**config.mk**
```make
export PLATFORM = sky130hd
export DESIGN_NAME = mvu_job_sched_flat
export DESIGN_NICKNAME = d
export VERILOG_FILES = /design/src/rtl/mvu_job_sched_if.sv /design/src/rtl/mvu_job_sched.sv /design/src/flat_wrapper.sv
export SDC_FILE = /design/constraint.sdc
export NUM_CORES = 1
export LEC_CHECK = 0
export CORE_AREA = 2 2 124 126
export CTS_CLUSTER_SIZE = 40
export DETAILED_ROUTE_END_ITERATION = 16
export DIE_AREA = 0 0 126 128
export PLACE_DENSITY = 0.85
export SLEW_MARGIN = 20
export SYNTH_ARGS = -nofsm -noshare
export SYNTH_HDL_FRONTEND = slang
export SYNTH_SLANG_ARGS = --single-unit
```
**constraint.sdc**
```tcl
create_clock -name clk -period 6.26 [get_ports clk]
set_clock_uncertainty 0.1 [all_clocks]
set_input_delay 0.626 -clock clk [delete_from_list [all_inputs] [get_ports clk]]
set_output_delay 0.626 -clock clk [all_outputs]
set_load 0.01 [all_outputs]
```
**src/rtl/mvu_job_sched_if.sv**
```systemverilog
// Bundle of the job-scheduler signals: host-side job handshake, MVU-array
// start/done, and the status/performance outputs.
// master = host/MVU-array side, slave = the scheduler itself.
interface mvu_job_sched_if #(
  parameter int NMVU    = 8,
  parameter int BMVUA   = $clog2(NMVU),
  parameter int BCNTDWN = 29
);

  logic                job_valid;
  logic                job_ready;
  logic [BMVUA-1:0]    job_mvu;
  logic [BCNTDWN-1:0]  job_cntdwn;
  logic [NMVU-1:0]     mvu_start;
  logic [BCNTDWN-1:0]  mvu_countdown;
  logic [NMVU-1:0]     mvu_done;
  logic [NMVU-1:0]     mvu_busy;
  logic                sched_idle;
  logic                spurious_done;
  logic [31:0]         perf_issued;
  logic [31:0]         perf_stall;

  modport master (
    output job_valid, job_mvu, job_cntdwn, mvu_done,
    input  job_ready, mvu_start, mvu_countdown, mvu_busy,
           sched_idle, spurious_done, perf_issued, perf_stall
  );

  modport slave (
    input  job_valid, job_mvu, job_cntdwn, mvu_done,
    output job_ready, mvu_start, mvu_countdown, mvu_busy,
           sched_idle, spurious_done, perf_issued, perf_stall
  );

endinterface

```
**src/rtl/mvu_job_sched.sv**
```systemverilog
// In-order MVU job scheduler. Job descriptors are buffered in a small
// circular FIFO; the head job is launched with a registered one-hot start
// pulse once its target MVU is idle. Zero-countdown jobs are dropped.
// Optional performance counters: define MVU_SCHED_PERFCNT_EN.
module mvu_job_sched #(
  parameter int NMVU    = 8,
  parameter int BMVUA   = $clog2(NMVU),
  parameter int BCNTDWN = 29,
  parameter int DEPTH   = 4
) (
  input  logic           clk,
  input  logic           rst_n,
  mvu_job_sched_if.slave bus
);

  localparam int PW = $clog2(DEPTH);
  localparam int CW = $clog2(DEPTH + 1);

  logic [BMVUA-1:0]   memMvu_q [DEPTH];
  logic [BCNTDWN-1:0] memCnt_q [DEPTH];
  logic [PW-1:0]      wrPtr_q, wrPtr_d;
  logic [PW-1:0]      rdPtr_q, rdPtr_d;
  logic [CW-1:0]      count_q, count_d;
  logic [NMVU-1:0]    busy_q, busy_d;
  logic [NMVU-1:0]    start_q, start_d;
  logic [BCNTDWN-1:0] countdown_q, countdown_d;
  logic               spurious_q, spurious_d;

  logic               full, empty, push, pop, issue, discard, headBusy;
  logic [BMVUA-1:0]   headMvu;
  logic [BCNTDWN-1:0] headCnt;
  logic [NMVU-1:0]    issueVec;

  // Head-of-queue decision (discard / issue / stall) and all next-state values
  always_comb begin
    full        = (count_q == CW'(DEPTH));
    empty       = (count_q == '0);
    headMvu     = memMvu_q[rdPtr_q];
    headCnt     = memCnt_q[rdPtr_q];
    headBusy    = busy_q[headMvu];
    push        = bus.job_valid && !full;
    discard     = !empty && (headCnt == '0);
    issue       = !empty && (headCnt != '0) && !headBusy;
    pop         = discard || issue;
    issueVec    = '0;
    if (issue) begin
      issueVec[headMvu] = 1'b1;
    end
    wrPtr_d     = push ? wrPtr_q + PW'(1) : wrPtr_q;
    rdPtr_d     = pop  ? rdPtr_q + PW'(1) : rdPtr_q;
    count_d     = count_q + CW'(push) - CW'(pop);
    busy_d      = (busy_q & ~bus.mvu_done) | issueVec;
    spurious_d  = spurious_q | (|(bus.mvu_done & ~busy_q));
    start_d     = issueVec;
    countdown_d = issue ? headCnt : countdown_q;
  end

  // FIFO storage: write the incoming descriptor at the write pointer
  always_ff @(posedge clk or negedge rst_n) begin
    if (!rst_n) begin
      for (int i = 0; i < DEPTH; i++) begin
        memMvu_q[i] <= '0;
        memCnt_q[i] <= '0;
      end
    end else if (push) begin
      memMvu_q[wrPtr_q] <= bus.job_mvu;
      memCnt_q[wrPtr_q] <= bus.job_cntdwn;
    end
  end

  // Pointers, occupancy, busy flags and registered start outputs
  always_ff @(posedge clk or negedge rst_n) begin
    if (!rst_n) begin
      wrPtr_q     <= '0;
      rdPtr_q     <= '0;
      count_q     <= '0;
      busy_q      <= '0;
      start_q     <= '0;
      countdown_q <= '0;
      spurious_q  <= 1'b0;
    end else begin
      wrPtr_q     <= wrPtr_d;
      rdPtr_q     <= rdPtr_d;
      count_q     <= count_d;
      busy_q      <= busy_d;
      start_q     <= start_d;
      countdown_q <= countdown_d;
      spurious_q  <= spurious_d;
    end
  end

`ifdef MVU_SCHED_PERFCNT_EN
  logic        stall;
  logic [31:0] perfIssued_q, perfStall_q;

  assign stall = !empty && (headCnt != '0) && headBusy;

  // Free-running wrap-around counters of issues and head-of-line stalls
  always_ff @(posedge clk or negedge rst_n) begin
    if (!rst_n) begin
      perfIssued_q <= '0;
      perfStall_q  <= '0;
    end else begin
      perfIssued_q <= perfIssued_q + 32'(issue);
      perfStall_q  <= perfStall_q + 32'(stall);
    end
  end

  assign bus.perf_issued = perfIssued_q;
  assign bus.perf_stall  = perfStall_q;
`else
  assign bus.perf_issued = '0;
  assign bus.perf_stall  = '0;
`endif

  assign bus.job_ready     = !full;
  assign bus.mvu_start     = start_q;
  assign bus.mvu_countdown = countdown_q;
  assign bus.mvu_busy      = busy_q;
  assign bus.sched_idle    = empty && (busy_q == '0);
  assign bus.spurious_done = spurious_q;

endmodule

```
**src/flat_wrapper.sv**
```systemverilog
// flat-port wrapper written by rule: the top's interface ports become plain ports
module mvu_job_sched_flat 
#(
  parameter int NMVU    = 8,
  parameter int BMVUA   = $clog2(NMVU),
  parameter int BCNTDWN = 29,
  parameter int DEPTH   = 4
)
  (clk, rst_n, bus_job_valid, bus_job_mvu, bus_job_cntdwn, bus_mvu_done, bus_job_ready, bus_mvu_start, bus_mvu_countdown, bus_mvu_busy, bus_sched_idle, bus_spurious_done, bus_perf_issued, bus_perf_stall);
  mvu_job_sched_if #(.NMVU(NMVU), .BMVUA(BMVUA), .BCNTDWN(BCNTDWN)) bus_i ();
  input  logic clk;
  input  logic rst_n;
  input wire logic [$bits(bus_i.job_valid)-1:0] bus_job_valid;
  input wire logic [$bits(bus_i.job_mvu)-1:0] bus_job_mvu;
  input wire logic [$bits(bus_i.job_cntdwn)-1:0] bus_job_cntdwn;
  input wire logic [$bits(bus_i.mvu_done)-1:0] bus_mvu_done;
  output wire logic [$bits(bus_i.job_ready)-1:0] bus_job_ready;
  output wire logic [$bits(bus_i.mvu_start)-1:0] bus_mvu_start;
  output wire logic [$bits(bus_i.mvu_countdown)-1:0] bus_mvu_countdown;
  output wire logic [$bits(bus_i.mvu_busy)-1:0] bus_mvu_busy;
  output wire logic [$bits(bus_i.sched_idle)-1:0] bus_sched_idle;
  output wire logic [$bits(bus_i.spurious_done)-1:0] bus_spurious_done;
  output wire logic [$bits(bus_i.perf_issued)-1:0] bus_perf_issued;
  output wire logic [$bits(bus_i.perf_stall)-1:0] bus_perf_stall;
  assign bus_i.job_valid = bus_job_valid;
  assign bus_i.job_mvu = bus_job_mvu;
  assign bus_i.job_cntdwn = bus_job_cntdwn;
  assign bus_i.mvu_done = bus_mvu_done;
  assign bus_job_ready = bus_i.job_ready;
  assign bus_mvu_start = bus_i.mvu_start;
  assign bus_mvu_countdown = bus_i.mvu_countdown;
  assign bus_mvu_busy = bus_i.mvu_busy;
  assign bus_sched_idle = bus_i.sched_idle;
  assign bus_spurious_done = bus_i.spurious_done;
  assign bus_perf_issued = bus_i.perf_issued;
  assign bus_perf_stall = bus_i.perf_stall;
  mvu_job_sched #(.NMVU(NMVU), .BMVUA(BMVUA), .BCNTDWN(BCNTDWN), .DEPTH(DEPTH)) u_core (.clk(clk), .rst_n(rst_n), .bus(bus_i));
endmodule
```
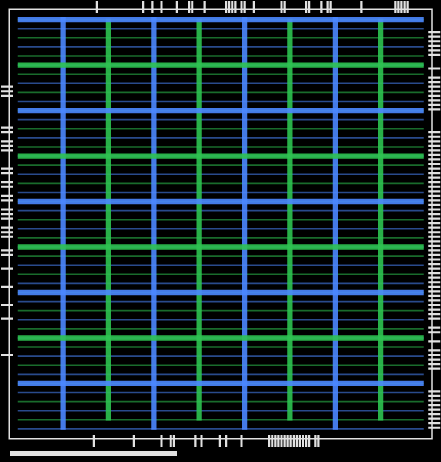
**Above:** run 1 (PDN straps and rails).
Scale bar: 50 µm. Pins as bars on the die edge.
[VSS] blue
[VDD] green
met1 rails: 46
signal pins: 155
met4 straps: 8
rows: 45
met5 straps: 9

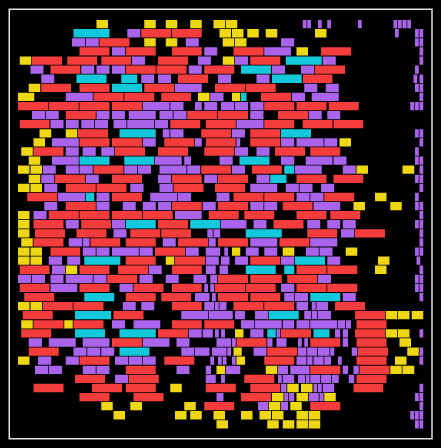
**Above:** run 1 (placed cells, one color a class).
[remaining logic cells] purple | cells: 345 | share of their area: 35%
[remaining buffers and delay cells] yellow | cells: 98 | share of their area: 10%
[registers] red | cells: 181 | share of their area: 47%
[clock drivers and dummy loads] cyan | cells: 32 | share of their area: 7.5%

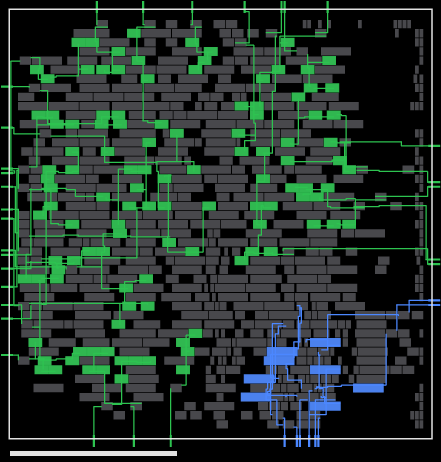
**Above:** run 1 (wires at chosen ports, followed through buffers).
Scale bar: 50 µm.
[bus_mvu_busy] blue | bits: 8 | direction: output | end cells: 8 | buffers: 8 | wire: 370 µm
[bus_job_cntdwn] green | bits: 29 | direction: input | end cells: 116 | buffers: 29 | wire: 1720 µm

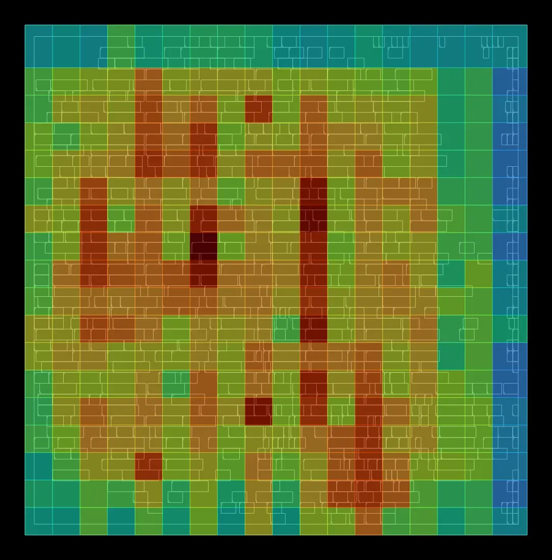
**Above:** run 1 (congestion heat map).
gr busiest metal: met2
M3 GR Usage: 0.0380
met1 Usage GRT: 0.288
met2 Resource Use GR: 0.396

==> Changelog: implementation, run 1 <==
## Implementation

- Die area: 16100 µm²
- Synth Cell Area: 8280 µm²
- ANT cells: 0
- Flop+latch power: 2.18 mW
- Worst IR Drop VDD: 0.321 mV
- Clk pwr: 1.26 mW
- Inverter count: 14
- CP arrival: 4.49 ns
- Asr flop ratio synth: 1.00
- Dominant combinational family: multiplexers
- Flop area: 4530 µm²
- Post-synth mux share: 0.308
- Cycle use final: 0.678
- Fin area: 9810 µm²
- Worst Path Required: 6.50 ns
- Sw power: 1.97 mW
- FF-to-FF setup slack: 2.01 ns
- Comb gate area: 3310 µm²
- N_taps: 188
- Global-route wire length before repair: 27800 µm
- Final hold slack: 0.200 ns
- P_comb: 2.57 mW
- Critical Path End: u_core.count_q[2]
- Dpl hpwl: 11500 µm
- Wire length on met3: 1010 µm
- Status: finished clean
- Most frequent cells in the layout: dfrtp_1, mux2_2, clkdlybuf4s50_1
- P&R area growth vs syn: 18.4%
- Commonest flop: dfrtp_1
- Fraction of cell area in non-clock buffers: 0.0984
- Leak Pwr: 4.21 nW
- Vias in the first global route: 5052
- MI comb cells: 331
- Total Nets Final: 693
- DP Area: 9090 µm²
- Die H: 128 µm
- Clock Pin Slew Worst Setup and Hold Paths: 0.06 ns
==> inputs of run 2 (changes only) <==
CORE_AREA = 2 2 136 138   (was 2 2 124 126)
DIE_AREA = 0 0 138 140   (was 0 0 126 128)
PLACE_DENSITY = 0.75   (was 0.85)
clock period = 3.5 ns   (was 6.26 ns; I/O delays follow)
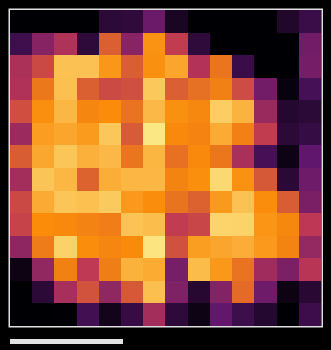
**Above:** run 2 (local utilization).
Scale bar: 50 µm. 14 x 14 tiles, from black (low) to pale yellow (high), 0 to 100% covered.
emptiest ninth of the die: north-east
tiles over 75% full: 30%
nearly empty tiles: 9.7%
mean over tiles: 51%

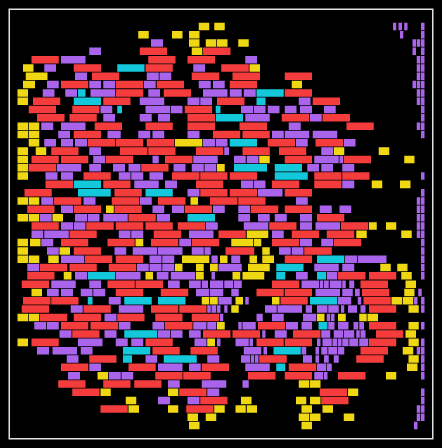
**Above:** run 2 (placed cells, one color a class).
[registers] red | cells: 181 | share of their area: 46%
[clock drivers and dummy loads] cyan | cells: 32 | share of their area: 6.6%
[remaining logic cells] purple | cells: 346 | share of their area: 35%
[remaining buffers and delay cells] yellow | cells: 125 | share of their area: 13%

==> run 2 against run 1 <==
Die size rose by 20%. Final cell count rose by 8.2%. Combinational power rose by 100%. Global-route usage fell by 3.7 points. Wire length rose by 3.8%. Count of clock-buffer cells in the layout fell by 3. Worst setup slack got worse by 2.0 ns. Register-to-register slack got worse by 2.0 ns. Flip-flop count did not move. Clock power rose by 67%. First-iteration DRC count fell by 20%. Critical path type unchanged. Largest cell class unchanged.
==> Changelog: implementation, run 2 <==
## Implementation

- Die H: 140 µm (was 128 µm)
- Clk pwr: 2.10 mW (was 1.26 mW)
- Initial antenna violation count: 0 (unchanged)
- Final hold slack: 0.399 ns (was 0.200 ns)
- Max Used Layer: met4 (unchanged)
- Wire length on met3: 917 µm (was 1010 µm)
- Critical Path End: u_core.count_q[2] (unchanged)
- CP arrival: 3.69 ns (was 4.49 ns)
- Dominant combinational family: multiplexers (unchanged)
- P_comb: 5.25 mW (was 2.57 mW)
- Port bufs: 90 (unchanged)
- Flop+latch power: 3.80 mW (was 2.18 mW)
- Combinational power share: 0.471 (was 0.428)
- Commonest flop: dfrtp_1 (unchanged)
- Status: finished clean (unchanged)
- Inverter count: 14 (unchanged)
- Vias in the first global route: 5214 (was 5052)
- Total Nets Final: 721 (was 693)
- P&R area growth vs syn: 23.1% (was 18.4%)
- ANT cells: 0 (unchanged)
- Sw power: 3.70 mW (was 1.97 mW)
- Maxcap violations: 0 (unchanged)
- Met2 Resource Use GR: 0.318 (was 0.396)
- N_taps: 229 (was 188)
- Die area: 19300 µm² (was 16100 µm²)
- MI comb cells: 332 (was 331)
- DP Area: 9310 µm² (was 9090 µm²)
- Dpl hpwl: 12000 µm (was 11500 µm)
- Gr busiest metal: met2 (unchanged)
- Fin area: 10200 µm² (was 9810 µm²)
- Asr flop ratio synth: 1.00 (unchanged)
- Comb gate area: 3410 µm² (was 3310 µm²)
- Worst Path Required: 3.71 ns (was 6.50 ns)
- Cycle use final: 0.995 (was 0.678)
- Synth Cell Area: 8280 µm² (unchanged)
- Leak Pwr: 4.38 nW (was 4.21 nW)
- Most frequent cells in the layout: dfrtp_1, mux2_2, clkdlybuf4s50_1 (unchanged)
- Wirelength per Cell: 20.0 µm (was 20.8 µm)
==> inputs of run 3 (changes only) <==
CORE_AREA = 2 2 143 110   (was 2 2 136 138)
DIE_AREA = 0 0 145 112   (was 0 0 138 140)
PLACE_DENSITY = 0.85   (was 0.75)
clock period = 4.45 ns   (was 3.5 ns; I/O delays follow)
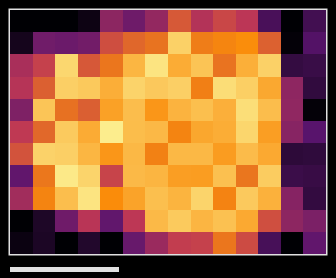
**Above:** run 3 (local utilization).
Scale bar: 50 µm. 14 x 11 tiles, from black (low) to pale yellow (high), 0 to 100% covered.
Initial Utilization: 0.557
core box area: 14900 µm²
Final Core Density: 0.655

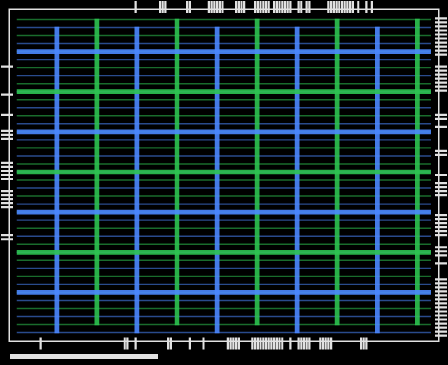
**Above:** run 3 (PDN straps and rails).
Scale bar: 50 µm. Pins as bars on the die edge.
[VSS] blue
[VDD] green
signal pins: 155
met5 straps: 7
met4 straps: 10

==> run 3 against run 2 <==
Final cell count decreased by 5.4%. Via count shrank 2.7%. Synthesized cell count did not move. Area after synthesis stayed put. Sequential share of layout area increased by 2.0 points. Count of clock-buffer cells in the layout is 2 higher. Die size shrank 16%. Global-route usage is 3.5 points higher. Utilization rose by 8.2 points. Wire length is 6.0% lower. Largest power group unchanged. Maximum frequency fell by 7.4%.
==> Changelog: implementation, run 3 <==
## Implementation

- Clock Pin Slew Worst Setup and Hold Paths: 0.06 ns (was 0.07 ns)
- Commonest flop: dfrtp_1 (unchanged)
- P&R area growth vs syn: 17.7% (was 23.1%)
- Critical Path End: u_core.count_q[2] (unchanged)
- Wirelength per Cell: 19.9 µm (was 20.0 µm)
- ANT cells: 0 (unchanged)
- DP Area: 9150 µm² (was 9310 µm²)
- Sw power: 2.71 mW (was 3.70 mW)
- N_taps: 205 (was 229)
- Flop area: 4530 µm² (unchanged)
- Global-route wire length before repair: 27700 µm (was 28100 µm)
- Max Used Layer: met4 (unchanged)
- Status: finished clean (unchanged)
- Flop+latch power: 2.96 mW (was 3.80 mW)
- FF-to-FF setup slack: 0.69 ns (was 0.02 ns)
- Gr busiest metal: met2 (unchanged)
- Clk pwr: 1.51 mW (was 2.10 mW)
- DRT Pass-1 Iters: 5 (was 4)
- Latency at later pin: 0.42 ns (was 0.43 ns)
- Met1 Usage GRT: 0.306 (was 0.241)
- M3 GR Usage: 0.0480 (was 0.0427)
- Post-synth mux share: 0.308 (unchanged)
- Combinational power share: 0.453 (was 0.471)
- Asr flop ratio synth: 1.00 (unchanged)
- Worst Path Required: 4.70 ns (was 3.71 ns)
- Worst IR Drop VDD: 0.396 mV (was 0.506 mV)
- Inverter count: 14 (unchanged)
- Fin area: 9750 µm² (was 10200 µm²)
- Initial antenna violation count: 0 (unchanged)
- Dpl hpwl: 11300 µm (was 12000 µm)
- Total Nets Final: 696 (was 721)
- MI comb cells: 331 (was 332)
- Most frequent cells in the layout: dfrtp_1, mux2_2, clkdlybuf4s50_1 (unchanged)
- Vias in the first global route: 5104 (was 5214)
- Port bufs: 90 (unchanged)
- Comb gate area: 3310 µm² (was 3410 µm²)
- CP arrival: 4.00 ns (was 3.69 ns)
- Die H: 112 µm (was 140 µm)
- Cycle use final: 0.845 (was 0.995)
- Met2 Resource Use GR: 0.358 (was 0.318)
- Leak Pwr: 4.18 nW (was 4.38 nW)
- Fraction of cell area in non-clock buffers: 0.102 (was 0.124)
- Synth Cell Area: 8280 µm² (unchanged)
Power figures rest on the tool's default switching activity, not on a simulated workload.
